--- config.mk ---
export PLATFORM = sky130hd
export DESIGN_NAME = booth_r16_encoder
export DESIGN_NICKNAME = d
export VERILOG_FILES = /design/src/rtl/booth_r16_encoder.sv
export SDC_FILE = /design/constraint.sdc
export NUM_CORES = 1
export LEC_CHECK = 0
export CAP_MARGIN = 25
export CORE_MARGIN = 8
export CORE_UTILIZATION = 30
export CTS_CLUSTER_SIZE = 10
export DETAILED_ROUTE_END_ITERATION = 8
export PLACE_DENSITY = 0.59
export SLEW_MARGIN = 20
export SYNTH_ARGS = -nofsm -noshare
export SYNTH_HDL_FRONTEND = slang
export SYNTH_SLANG_ARGS = --single-unit
--- constraint.sdc ---
create_clock -name clk_i -period 2.23 [get_ports clk_i]
set_input_delay 0.446 -clock clk_i [delete_from_list [all_inputs] [get_ports clk_i]]
set_output_delay 0.446 -clock clk_i [all_outputs]
set_load 0.01 [all_outputs]
--- src/rtl/booth_r16_encoder.sv ---
// rtl/booth_r16_encoder.sv - sequential radix-16 Booth digit encoder
// Scans operand B four bits per digit with a 5-bit overlapping window, LSB digit first.
package mul_pkg;
   typedef enum logic [3:0] {
      PP_0  = 4'd0,
      PP_A  = 4'd1,
      PP_2A = 4'd2,
      PP_3A = 4'd3,
      PP_4A = 4'd4,
      PP_5A = 4'd5,
      PP_6A = 4'd6,
      PP_7A = 4'd7,
      PP_8A = 4'd8
   } booth_sel_t;
endpackage

module booth_r16_encoder #(
   parameter int WIDTH = 52,
   localparam int NDIG = WIDTH / 4 + 1,
   localparam int CNTW = $clog2(NDIG)
) (
   input  logic                clk_i,
   input  logic                rst_ni,
   input  logic                op_valid_i,
   output logic                op_ready_o,
   input  logic [WIDTH-1:0]    op_b_i,
   input  logic                op_signed_i,
   output logic                dig_valid_o,
   input  logic                dig_ready_i,
   output mul_pkg::booth_sel_t dig_sel_o,
   output logic                dig_neg_o,
   output logic [CNTW-1:0]     dig_idx_o,
   output logic                dig_last_o
);
   localparam int EW = 4 * NDIG;
   localparam int XW = EW - WIDTH;
   localparam logic [CNTW-1:0] LAST_IDX = CNTW'(NDIG - 1);

   typedef enum logic {
      IDLE = 1'b0,
      ENC  = 1'b1
   } state_t;

   state_t              state_q, state_d;
   logic [EW-1:0]       sr_q, sr_d;
   logic                p_q, p_d;
   logic [CNTW-1:0]     idx_q, idx_d;

   logic [EW-1:0]       ext_b;
   logic                op_fire;
   logic                dig_fire;
   logic                is_last;
   logic [4:0]          win;
   logic [3:0]          pos;
   mul_pkg::booth_sel_t sel;
   logic                neg;

   always_comb begin
      ext_b    = {{XW{op_signed_i & op_b_i[WIDTH-1]}}, op_b_i};
      is_last  = (idx_q == LAST_IDX);
      op_fire  = (state_q == IDLE) && op_valid_i;
      dig_fire = (state_q == ENC) && dig_ready_i;
      state_d  = state_q;
      sr_d     = sr_q;
      p_d      = p_q;
      idx_d    = idx_q;
      if (op_fire) begin
         state_d = ENC;
         sr_d    = ext_b;
         p_d     = 1'b0;
         idx_d   = '0;
      end else if (dig_fire) begin
         p_d  = sr_q[3];
         sr_d = sr_q >> 4;
         // Index holds at the last digit rather than wrapping; it is reloaded on the next operand.
         if (is_last) begin
            state_d = IDLE;
         end else begin
            idx_d = idx_q + CNTW'(1);
         end
      end
   end

   // pos is the non-negative part 4*w3+2*w2+w1+w0 (0..8); w4 subtracts 8 from it.
   always_comb begin
      win = {sr_q[3:0], p_q};
      pos = {1'b0, win[3:1]} + {3'b000, win[0]};
      sel = mul_pkg::PP_0;
      neg = 1'b0;
      if (win[4]) begin
         if (pos != 4'd8) begin
            sel = mul_pkg::booth_sel_t'(4'd8 - pos);
            neg = 1'b1;
         end
      end else begin
         sel = mul_pkg::booth_sel_t'(pos);
      end
   end

   always_ff @(posedge clk_i or negedge rst_ni) begin
      if (!rst_ni) begin
         state_q <= IDLE;
         sr_q    <= '0;
         p_q     <= 1'b0;
         idx_q   <= '0;
      end else begin
         state_q <= state_d;
         sr_q    <= sr_d;
         p_q     <= p_d;
         idx_q   <= idx_d;
      end
   end

   // Digit outputs are forced to zero outside ENC so residual shift state never leaks out.
   assign op_ready_o  = (state_q == IDLE);
   assign dig_valid_o = (state_q == ENC);
   assign dig_sel_o   = dig_valid_o ? sel : mul_pkg::PP_0;
   assign dig_neg_o   = dig_valid_o & neg;
   assign dig_idx_o   = dig_valid_o ? idx_q : '0;
   assign dig_last_o  = dig_valid_o & is_last;

endmodule

==> results.cfg, run 1 <==
; flow metrics
[run]
drv.max_cap_violation_count = 0
openroad.warnings = 29

[setup_path]
cp_slowest_cell = dfrtp_1
worstSetupEndpointType = primary output
regToRegEndpoint = sr_q[41]
critical_path_origin = sr_q[0]
path_class = reg2out

[final_layout]
final_common_cell = clkdlybuf4s50_1
layout_top_cells = 61 x clkdlybuf4s50_1, 58 x dfrtp_1, 53 x nand2_1
nets = 424
area.growth.synth_to_final_pct = 39.08
post_route_cells_drive_above_1_share_pct = 13.90

[global_route]
total_grt_overflow = 0
grt_pass1_vias = 2449

[detailed_routing]
postRouteWirelength_mm = 6.832
remaining_drc_errors = 0
wire_per_inst_um = 13.66
routed_via_count = 2281

[clocking]
cts_sinks = 59
number_of_levels_in_the_clock_h_tree = 3
cts_root_buf = clkbuf_8

[die]
fp-row-count = 36
core-area_um2 = 9549
chipWidth_um = 114.2

[power]
p_per_area_nw_per_um2 = 1017
p_int_uw = 2761

[yosys]
synthAoiAreaFrac_pct = 12.97
synth_area_per_cell_um2 = 9.979
ys_sh_mux_pct = 16.95
synth.largest_area_cell = dfrtp_1
ys_area_um2 = 2894

[status]
status = complete, but fails checks
failed_checks = setup timing

[timing]
clock.fmax_ghz = 0.4301
rsz0062_at_grt = yes
maxSlewViolCount = 0
final-setup-viol-count = 3
layout_setup_ws_ps = -95.19

[placed_design]
gp_congestion = 0.7543

[worst_hold_path]
min-delay-path-class = in2async
run 1: layout make-up:
type | count | area [um2] | share of cell area [%]
repair buffers | 81 | 797.0 | 19.80
multi-input cells | 205 | 1358 | 33.73
clock buffers | 10 | 137.6 | 3.419
well taps | 133 | 166.4 | 4.134
clock inverters | 6 | 63.81 | 1.585
flip-flops and latches | 59 | 1478 | 36.71
inverters | 6 | 25.02 | 0.6217
run 1: worst max-delay path: cells and delay by family, from the launching register on:
family        cells  cell delay [ps]
buf+inv           2              180
fa+ha+maj         3              640
flops             1              380
xor+xnor          1              120
simple gates      2              240
run 1: synthesized netlist by cell type (all sizes together):
library cell,count
or3,2
nand2b,2
a31oi,1
xnor2,2
inv,6
clkbuf,6
nand2,55
a21oi,7
o21ai,57
and3,2
dfrtp,59
and2,4
o311ai,2
a31o,1
buf,14
ha,5
nor2b,1
mux2i,49
nand3,4
nor2,7
nand4,1
o31ai,3
run 1: cells by family after synthesis:
logic type	count (synthesis)
and+or+nand+nor	78
AOI/OAI and AO/OA	71
DFF	59
muxes	49
buffers and inverters	26
adders and majority gates	5
xor gates and xnor gates	2
run 1: sequential cells by signal, indices dropped and copies added, names as in the netlist:
register     count
dig_valid_o      1
p_q              1
idx_q            4
sr_q            53
run 1: per-layer routing:
metal | vias up | routed length (um) | global-route usage [%]
li1 | 1146 | - | -
met3 | 8 | 318 | 3.323
met2 | 46 | 3258 | 18.18
met4 | 0 | 97 | 5.058
met1 | 1081 | 3158 | 13.04
met5 | - | 0 | 0
run 1: per-stage QoR:
stage,util [%],hold slack (ps),area (um2),cells
after floorplan,-,150.4,2894,290
after global routing,42.15,54.91,4025,500
after global placement,39.43,406.5,3765,482
after CTS,42.06,36.90,4016,499
final,42.15,49.66,4025,500
after detailed placement,39.43,404.7,3765,482
run 1: power by group through the flow:
stage                     Sequential [uW]  Clock, uW  Combinational [uW]
final                                1700        976                1420
after global routing                 1760       1060                1600
after CTS                            1710       1010                1410
after detailed placement             1720          0                1340
after global placement               1710          0                1290
after floorplan                      1630          0                 806
run 1: how the worst min path moves through the flow:
stage,cells after the start,endpoint,from,slack [ps]
after global placement,1,idx_q[2],rst_ni,410
after detailed placement,1,idx_q[3],rst_ni,400
final,1,sr_q[4],rst_ni,50
after CTS,1,sr_q[51],rst_ni,40
after global routing,1,sr_q[3],rst_ni,50
after floorplan,0,dig_valid_o,rst_ni,150
run 1: timing repair:
| action | 4_1_cts | 5_1_grt |
|---|---|---|
| hold endpoints to repair | 0 | 0 |
| setup endpoints to repair | 6 | 6 |
| gates resized | 35 | 1 |
| setup buffers | 1 | 1 |
| pin swaps | 7 | 5 |
run_1/met2.png
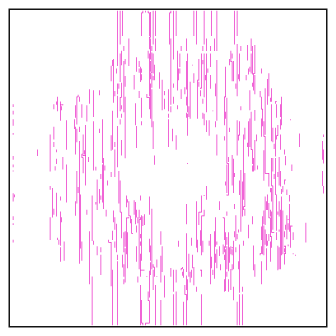
nets with wire on the layer: 342
share of all routed wire: 48%
wire length on this layer: 3260 um
main direction: vertical
longest straight run: 44.2 um

run_1/met3.png
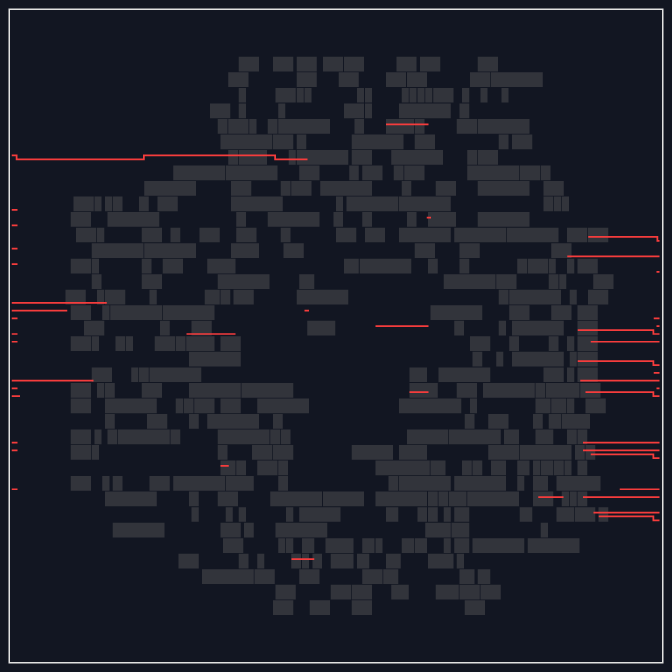
share of all routed wire: 4.7%
longest straight run: 23.0 um
nets with wire on the layer: 38
wire length on this layer: 318 um

run_1/final_congestion.png
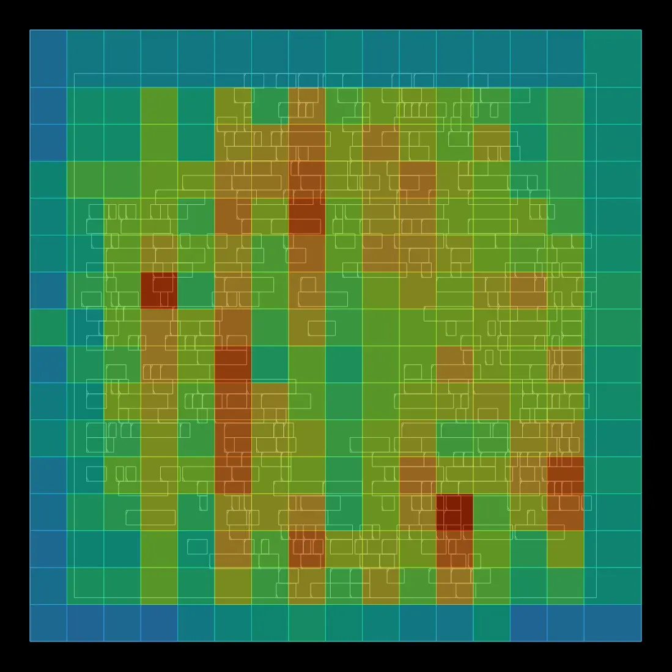
GR Util All Layers: 11.08%
Layout Utilization: 42.15%

run_1/registers.png
Bar = 20 um.
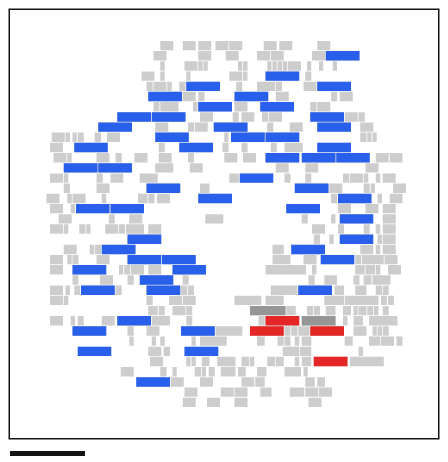
| colour | netlist name | flops |
|---|---|---|
| blue | sr_q | 53 |
| red | idx_q | 4 |
not coloured: 2

run_1/met1.png
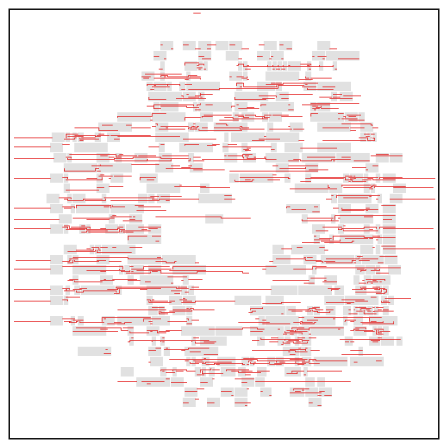

==> run 2: changes to the inputs <==
Settings changed: SKIP_CTS_REPAIR_TIMING from default to 1.
run_2/met1.png
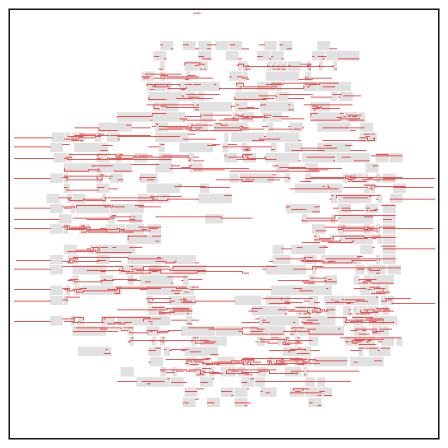
longest straight run: 27.6 um
main direction: horizontal
nets with wire on the layer: 376
wire length on this layer: 3210 um
share of all routed wire: 46%

==> results.cfg, run 2 <==
; flow metrics
[status]
status = complete, but fails checks
failed_checks = setup timing

[yosys]
post-synth-top-area-fraction_pct = 51.02
area_leaders = dfrtp_1 51%, mux2i_1 17%, nand2_1 7.0%, o21ai_1 6.7%, o21ai_0 3.1%
most_common_cell = dfrtp_1
synth.largest_area_cell = dfrtp_1
synth-seq-cells = 59
synth.top_cells.by_count = 59 x dfrtp_1, 54 x nand2_1, 49 x mux2i_1
ys_area_um2 = 2894
synth_area_per_cell_um2 = 9.979
yosys_cells = 290
post_synth_inst_count = 290
ys_dominant_reg_cell = dfrtp_1
enable_flop_cells = 0
syn_area_um2 = 2894
postSynthNetCount = 352
synth_sequential_area_ratio_pct = 51.02
yosys.cell_types.count = 27
async_flop_share_pct = 100.0

[global_route]
grt_usage_pct = 10.83
grt_max_degree = 61
grt_first_pass_wirelength_mm = 11.35
total_grt_overflow = 0
grt_pass1_vias = 2434

[final_layout]
post-route-util_pct = 42.36
nets = 425
final_common_cell = clkdlybuf4s50_1
area.growth.synth_to_final_pct = 39.78
instances_no_fill = 501
post_route_cells_drive_above_1_share_pct = 14.67
reg_top3 = sr_q x53, idx_q x4
largest_register_ff_count = 53
max_flop_register = sr_q
layout.cell_area.non_filler_um2 = 4045
antenna_cells = 0
layout_top_cells = 61 x clkdlybuf4s50_1, 57 x dfrtp_1, 53 x nand2_1

[clocking]
cts_sinks = 59
tritoncts = done
cts_root_buf = clkbuf_8
ctsLongestPathBuffers = 2
number_of_levels_in_the_clock_h_tree = 3
clk_latency_ps = 330
path_clk_slew_ps = 60
cts-buffers-inserted = 9

[setup_path]
worst-path-max-fanout = 2
path_class = reg2out
worstSetupEndpointType = primary output
path_cells = ha_2 -> ha_4 -> inv_4 -> ha_4 -> nand2b_4 -> xnor2_2 -> nor2_1 -> buf_2
cp_slowest_cell = dfrtp_1
start_kind = flip-flop
path_common_cell = ha_4
worstPathRequired_ps = 1780
crit_path_max_incr_delay_ps = 380

[power]
static-leakage-power_uw = 0.001829
power.share.switching_pct = 32.56
p_int_uw = 2776
vdd.ir_drop.worst_v = 0.0003344
pwr-share-clk_pct = 23.7
p_per_area_nw_per_um2 = 1018
power_frac_seq_pct = 41.6

[detailed_routing]
wire_per_inst_um = 13.78
drt.antenna.violating_nets = 0
postRouteWirelength_mm = 6.906
vias_per_cell = 4.565
remaining_drc_errors = 0
routed_via_count = 2287

[run]
openroad.warnings = 28
drv.max_cap_violation_count = 0

[die]
die_height_um = 114.2
die_area_um2 = 13050
core-area_um2 = 9549
initCoreUtil_pct = 30.31
ios = 69
chipWidth_um = 114.2
fp-row-count = 36

[timing]
maxSlewViolCount = 0
clock.fmax_ghz = 0.4230
rsz0062_at_grt = yes
final-setup-viol-count = 3
layout_setup_ws_ps = -134.1
worst-slew-pin-transition_ps = 430.1
slew_hr_pct = 71.33
final_hold_viol_count = 0
skew_ps = 6.908
period_used_pct = 106.0

[worst_hold_path]
min-delay-path-class = in2async

[placed_design]
gp_congestion = 0.7543
detailed_place_hpwl_mm = 4.848
post_dp_cell_area_um2 = 3765
dp.cells = 482
run_2/met2.png
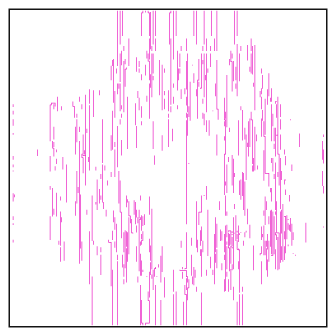
longest straight run: 44.2 um
share of all routed wire: 48%
main direction: vertical
nets with wire on the layer: 343

run 2: cell counts after synthesis:
Identical to the previous run, type by type.
run 2: cell type report:
| cell class | instances | area [um2] |
|---|---|---|
| Timing Repair Buffer | 82 | 808.3 |
| Sequential cell | 59 | 1479 |
| Fill cell | 967 | 5504 |
| Multi-Input combinational cell | 205 | 1365 |
| Clock inverter | 6 | 63.81 |
| Tap cell | 133 | 166.4 |
| Inverter | 6 | 25.02 |
| Clock buffer | 10 | 137.6 |
run 2: worst max-delay path: cells and delay by family (launching register included):
kind,cells,cell delay [ps]
DFF,1,380
and+or+nand+nor,2,250
adders and majority gates,3,640
xor gates and xnor gates,1,130
buffers and inverters,2,180
run 2: per-stage QoR:
step	power (uW)	setup TNS (ps)	setup slack, ps	hold WS (ps)
2_1_floorplan	2438	0	259.1	150.4
3_3_place_gp	3000	-632.0	-202.6	406.5
3_5_place_dp	3065	-921.4	-270.3	404.7
4_1_cts	4062	-2971	-640.0	36.90
5_1_grt	4437	-730.2	-205.2	55.03
6_report	4117	-285.8	-134.1	53.08
run 2: logic make-up after synthesis:
kind of cell / synth area share (%)
fa+ha+maj: 2.162
mux: 16.95
buf+inv: 4.799
simple gates: 11.50
flops: 51.02
xor+xnor: 0.6054
compound gates: 12.97
run 2: power by group through the flow:
stage               clock network (uW)  logic, uW  registers [uW]
finish                             977       1430            1710
CTS                               1010       1340            1700
detailed placement                   0       1340            1720
global route                      1060       1610            1770
global placement                     0       1290            1710
floorplan                            0        806            1630
run 2: worst paths after layout:
check | start | to | cells past startpoint
worst min-delay path | rst_ni | idx_q[3] | 1
max in group asynchronous | rst_ni | sr_q[10] | 2
worst max register to register | dig_valid_o | sr_q[41] | 5
min in group clk_i | idx_q[3] | idx_q[3] | 1
worst min register to register | idx_q[3] | idx_q[3] | 1
worst max-delay path | p_q | dig_sel_o[2] | 8
run 2: metal layers:
layer | vias to the layer above | track usage, % | wire length [um]
met5 | - | 0 | 0
met4 | 0 | 4.969 | 97
met3 | 8 | 3.323 | 317
met2 | 54 | 17.71 | 3281
met1 | 1072 | 12.75 | 3210
li1 | 1153 | - | -
==> run 3: changes to the inputs <==
Settings changed: ABC_CLOCK_PERIOD_IN_PS from default to 2230.
run_3/met3.png
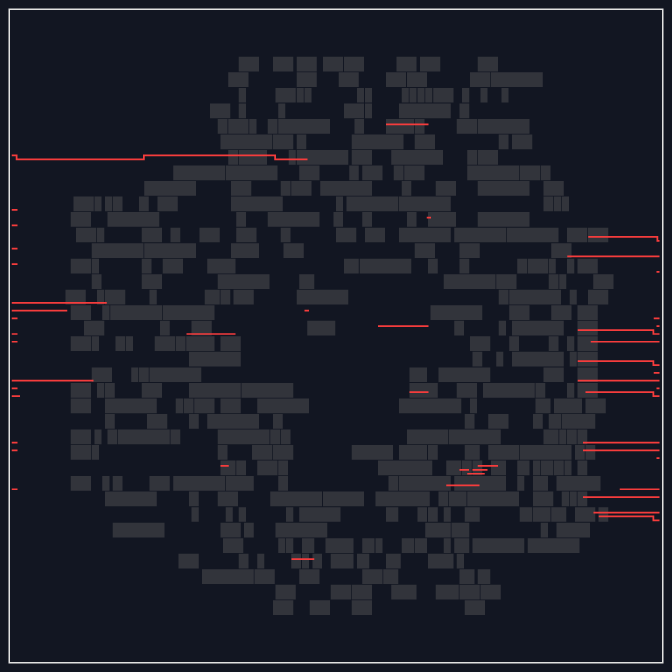
sum of routed wire length over all layers: 6.906 mm
global routing usage on met3: 3.323%
routed via count: 2287

==> results.cfg, run 3 <==
; flow metrics
[clocking]
cts_sinks = 59
number_of_levels_in_the_clock_h_tree = 3
cts-buffers-inserted = 9
path_clk_slew_ps = 60
clk_latency_ps = 330
cts_root_buf = clkbuf_8

[timing]
final-setup-viol-count = 3
skew_ps = 6.908
worst-slew-pin-transition_ps = 430.1
slew_hr_pct = 71.33
period_used_pct = 106.0
layout_setup_ws_ps = -134.1
maxSlewViolCount = 0
rsz0062_at_grt = yes

[setup_path]
start_kind = flip-flop
crit_path_max_incr_delay_ps = 380
path_class = reg2out
worst-path-max-fanout = 2
r2r-start = dig_valid_o
worstSetupEndpointType = primary output
worstPathRequired_ps = 1780
critical_path_origin = p_q
cp_slowest_cell = dfrtp_1
path_common_cell = ha_4

[detailed_routing]
wire_per_inst_um = 13.78
remaining_drc_errors = 0
drt.antenna.violating_nets = 0

[yosys]
yosys.cell_types.count = 27
synthAoiAreaFrac_pct = 12.97
yosys_cells = 290
synth_area_per_cell_um2 = 9.979
syn_area_um2 = 2894
most_common_cell = dfrtp_1
post_synthesis_share_of_cell_area_spent_on_and_or_nand_and_nor_gates_pct = 11.50
ys_area_um2 = 2894
ys_sh_mux_pct = 16.95
area_leaders = dfrtp_1 51%, mux2i_1 17%, nand2_1 7.0%, o21ai_1 6.7%, o21ai_0 3.1%
post-synth-top-area-fraction_pct = 51.02
post_synth_inst_count = 290
yosys-dominant-comb-family = multiplexers
adder_share_pct = 2.162
async_flop_share_pct = 100.0
synthXorXnorAreaFrac_pct = 0.6053

[die]
ios = 69
core-area_um2 = 9549
fp-row-count = 36
initCoreUtil_pct = 30.31
die_area_um2 = 13050
die_height_um = 114.2
chipWidth_um = 114.2

[power]
p_int_uw = 2776
power_frac_seq_pct = 41.6
p_per_area_nw_per_um2 = 1018
pwr-share-clk_pct = 23.7

[global_route]
total_grt_overflow = 0
grt_first_pass_wirelength_mm = 11.35
grt_usage_pct = 10.83
grt_pass1_vias = 2434

[final_layout]
layout.cell_area.non_filler_um2 = 4045
final_common_cell = clkdlybuf4s50_1
max_flop_register = sr_q
antenna_cells = 0
reg_top3 = sr_q x53, idx_q x4
instances_no_fill = 501

[status]
failed_checks = setup timing
status = complete, but fails checks

[placed_design]
detailed_place_hpwl_mm = 4.848
gp_congestion = 0.7543

[run]
openroad.warnings = 28

[worst_hold_path]
min-delay-path-class = in2async
run_3/met1.png
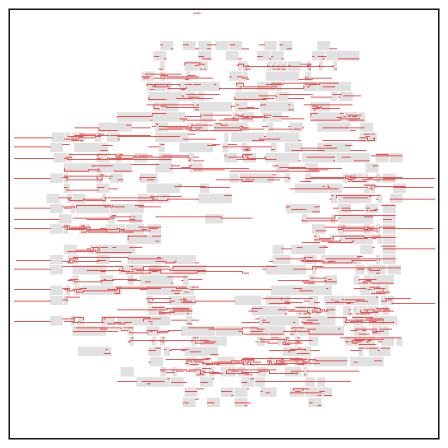
nets with wire on the layer: 376
wire length on this layer: 3210 um

==> run 3: cell counts in the layout (fill, tap and decap cells not counted) <==
No cell type changed its count.
==> run 3: layout make-up <==
cell class,count,area [um2]
tap,133,166.4
clock buffer,10,137.6
timing repair buffer,82,808.3
inverter,6,25.02
sequential,59,1479
multi-input combinational,205,1365
fill,967,5504
clock inverter,6,63.81
==> run 3: cells by family after synthesis <==
family                   count (synthesis)
XOR/XNOR                                 2
adder cells (fa/ha/maj)                  5
buffers and inverters                   26
AND/OR/NAND/NOR                         78
multiplexers                            49
flip-flops                              59
AND-OR/OR-AND                           71
==> run 3: stage by stage <==
stage | power [uW] | setup slack, ps | hold WS [ps] | util [%] | TNS [ps]
3_3_place_gp | 3000 | -202.6 | 406.5 | 39.43 | -632.0
3_5_place_dp | 3065 | -270.3 | 404.7 | 39.43 | -921.4
2_1_floorplan | 2438 | 259.1 | 150.4 | - | 0
6_report | 4117 | -134.1 | 53.08 | 42.36 | -285.8
4_1_cts | 4062 | -640.0 | 36.90 | 41.54 | -2971
5_1_grt | 4437 | -205.2 | 55.03 | 42.36 | -730.2
==> run 3: worst paths after layout <==
path	to	slack, ps	cells past startpoint
max	dig_sel_o[2]	-130	8
min in group clk_i	idx_q[3]	510	1
max in group asynchronous	sr_q[10]	1540	2
min	idx_q[3]	50	1
min reg2reg	idx_q[3]	510	1
max reg2reg	sr_q[41]	680	5
==> run 3: metal layers <==
metal | up-vias | track usage (%) | wire length, um
li1 | 1153 | - | -
met1 | 1072 | 12.75 | 3210
met2 | 54 | 17.71 | 3281
met3 | 8 | 3.323 | 317
met4 | 0 | 4.969 | 97
met5 | - | 0 | 0
==> run 3: critical path, delay by kind of cell (launching register included) <==
family        cells  cell delay (ps)
buf+inv           2              180
simple gates      2              250
xor+xnor          1              130
fa+ha+maj         3              640
flops             1              380
==> run 3: power groups by stage <==
stage	combinational, uW	sequential (uW)	clock [uW]
after floorplan	806	1630	0
after global placement	1290	1710	0
after detailed placement	1340	1720	0
after CTS	1340	1700	1010
after global routing	1610	1770	1060
final	1430	1710	977
No activity file was given, so power comes from the tool's default toggle rates.
